Design fetch_bundle_tx, sky130hd; sources not shown.
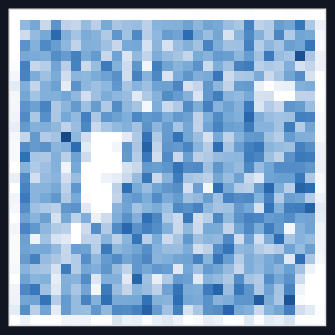
**Above:** cell area per tile.
(1 px per um) The die is cut into 31 by 31 equal tiles; white is low, dark blue is high, 0 to 100% covered.
tiles over 75% full: 2.0%
nearly empty tiles: 9.4%
mean over tiles: 39%
Core Footprint: 0.0884 mm2
Util after Layout: 45.8%
Pre-Place Util: 32.3%

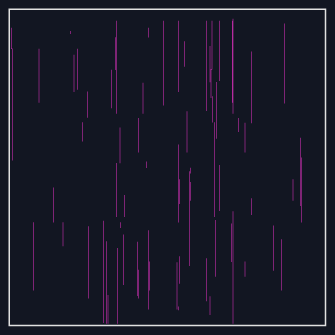
**Above:** metal 4.
(1 px per um)
share of all routed wire: 3.0%
nets with wire on the layer: 41
wire length on this layer: 3,320 um
final wirelength: 110,000 um
vias: 23,600

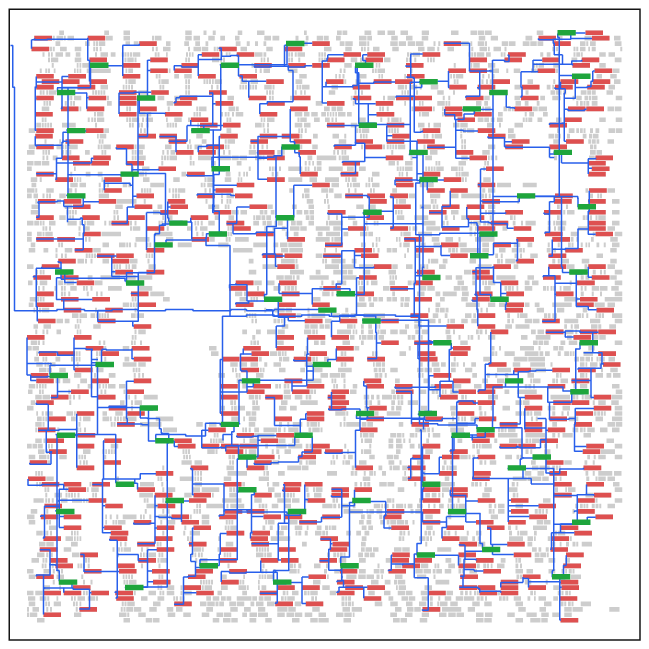
**Above:** clock distribution.
(2 px per um)
[flip-flops] red | count: 622
[clock wires] blue | length: 9,450 um
[cells driving clock nets] green | count: 76
routed clock nets: 77
Latency at later pin: 0.62 ns
final setup skew: 0.0190 ns
clock power share: 27.8%

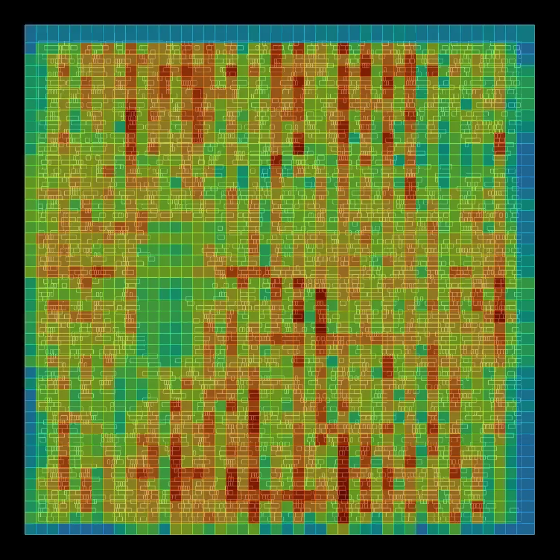
**Above:** track usage over the die.
wire per inst: 22.5 um
met2 Use GR: 35.4%

==> flow_summary.json <==
{
  "cts_buffers": 76,
  "cts_buffer_depth": 3,
  "clkSlewWorstSetupHoldPaths_ns": 0.06,
  "p_switching_mw": 12.8,
  "p_comb_mw": 12.9,
  "dieArea_mm2": 0.0990,
  "drive_above_1_share_pct": 26.4,
  "rows": 109,
  "arrival_ns": 2.19,
  "slew_headroom_pct": 52.7,
  "grtUsageMet1_pct": 26.9,
  "p_comb_share_pct": 39.2,
  "flop_cell": "dfrtp_1",
  "cts_resized": 335,
  "adder_share_pct": 0.175,
  "synthXorXnorAreaFrac_pct": 1.69,
  "path_max_fanout": 5,
  "simple_gate_share_pct": 19.4,
  "lay_top_count": "nand2_1",
  "route.met3.wl_um": 7570,
  "worstSetupEndpointType": "primary output",
  "drv_cap": 0,
  "syn_area_mm2": 0.0285,
  "buffers_excl_clock": 783,
  "async_flop_share_pct": 100,
  "critPathMaxStageDelay_ns": 0.51,
  "edf_count": 0,
  "power_leader": "combinational cells",
  "grt_pass1_wl_um": 161000,
  "route.met2.wl_um": 52900,
  "warning_count": 33,
  "p_per_area_mw_per_mm2": 812,
  "top_layer": "met4",
  "yosysChipArea_mm2": 0.0285,
  "dp_hpwl_um": 75600,
  "worst_slew_pin_slew_ns": 0.712,
  "yosysUniqueCellTypes": 49,
  "top_cell_area_share_pct": 54.5,
  "violations": "negative setup slack",
  "dp.cells": 4682,
  "critPathLaunchType": "flop",
  "reg2reg_slack_ns": 0.83,
  "hold_buffers": 0,
  "sh_comb_area_pct": 29.9,
  "layout.area.seq_mm2": 0.0156,
  "timing.final.ws_setup_ns": -0.0866,
  "required_ns": 2.10,
  "clock_area_share_pct": 6.09,
  "grt_start_max_net_pins": 101,
  "final_cells": 4873,
  "status": "finished with violations",
  "ir_worst_vdd_v": 0.000509,
  "setup_viol_count_final": 31,
  "taps": 1165,
  "drtPass1Iterations": 8,
  "top_level_ports": 554,
  "yosys_register_bits": 622,
  "min_period_over_period_pct": 103,
  "crit_path_top_delay_cell": "dfrtp_4",
  "avgViaCountPerCell": 4.85,
  "reg2reg_depth": 9,
  "die_w_um": 315,
  "ys_sh_mux_pct": 14.9,
  "p_leak_nw": 19.5,
  "ys_seq_share_pct": 54.5,
  "post-cts-setup-buffer-count": 18,
  "busiest_layer": "met2",
  "buffer_area_share_pct": 21.7,
  "cts_tree": "built",
  "yosys_cells": 2996,
  "max_freq_ghz": 0.324,
  "place_ws_ns": -0.422,
  "slew_viol_final": 0,
  "synth_area_leader_cell": "dfrtp_1",
  "yosys_warnings": 0,
  "drt-met1-wl_um": 45800,
  "seq_share_pct": 38.5,
  "nFillCells": 8425,
  "cts-root-buf": "clkbuf_16",
  "drc": 0,
  "grt.overflow.total": 0,
  "critPathMostFrequentCell": "buf_12",
  "grtUsageTotal_pct": 21.4,
  "synth.most_common_cell": "nand2_1",
  "hp-class": "input pin to async pin",
  "final_hold_viol_count": 0,
  "use_met3_pct": 5.77,
  "ys_sh_aoi_pct": 5.64,
  "layout.nets": 3848,
  "finalCriticalPeriod_ns": 3.09,
  "seqPwrFrac_pct": 33.1,
  "synthTopCellsByArea": "dfrtp_1, nand2_1, mux2_2, o21ai_0, mux2i_1",
  "die_height_um": 315,
  "syn_avg_cell_area_um2": 9.53,
  "dr.first_iter.drc_count": 1593,
  "seq_power_mw": 10.9,
  "common_cells": "nand2_1, dfrtp_1, mux2_2",
  "topCombFamilyByArea": "simple AND/OR/NAND/NOR gates",
  "portBuffers": 547,
  "inv_count": 12,
  "antenna_found_initial": 19,
  "switching_share_pct": 39.0,
  "grt_pass1_vias": 24800,
  "clock_buffers": 117,
  "h-tree-depth": 3,
  "comb_area_mm2": 0.0121,
  "antenna_left": 0,
  "final_layout_top_logic_cells": "nand2_1, dfrtp_1, mux2_2, clkdlybuf4s50_1, buf_4",
  "area_dominant_class": "sequential cells",
  "n_sequential_cell": 622,
  "logic_gate_count": 2141,
  "antenna_cells": 16,
  "clock_power_mw": 9.12,
  "path_cells": "buf_12, buf_12, buf_12, buf_16, mux2_4, buf_8",
  "area_growth_pct": 41.7,
  "rsz0062_at_grt": "yes",
  "synthCells": 2996,
  "p_int_mw": 20.0,
  "cts_sinks": 622,
  "worstSetupPathType": "flop to primary output"
}
## through the flow
| step | utilization [%] | total power [mW] | hold slack (ns) | cell area [um2] | TNS, ns |
|---|---|---|---|---|---|
| after global routing | 45.7 | 34.4 | 0.141 | 40400 | -5.53 |
| final | 45.8 | 32.8 | 0.152 | 40400 | -1.89 |
| after global placement | 40.8 | 22.9 | 0.451 | 36000 | -29.64 |
| after floorplan | - | 18.7 | 0.440 | 28500 | 0 |
| after CTS | 45.5 | 33.1 | 0.128 | 40200 | -9.28 |
| after detailed placement | 40.8 | 23.1 | 0.457 | 36000 | -27.99 |
## critical path, delay by kind of cell (launching register included)
family | cells | cell delay (ns)
buffers and inverters | 5 | 0.73
multiplexers | 1 | 0.33
flip-flops | 1 | 0.51
Power figures rest on the tool's default switching activity, not on a simulated workload.
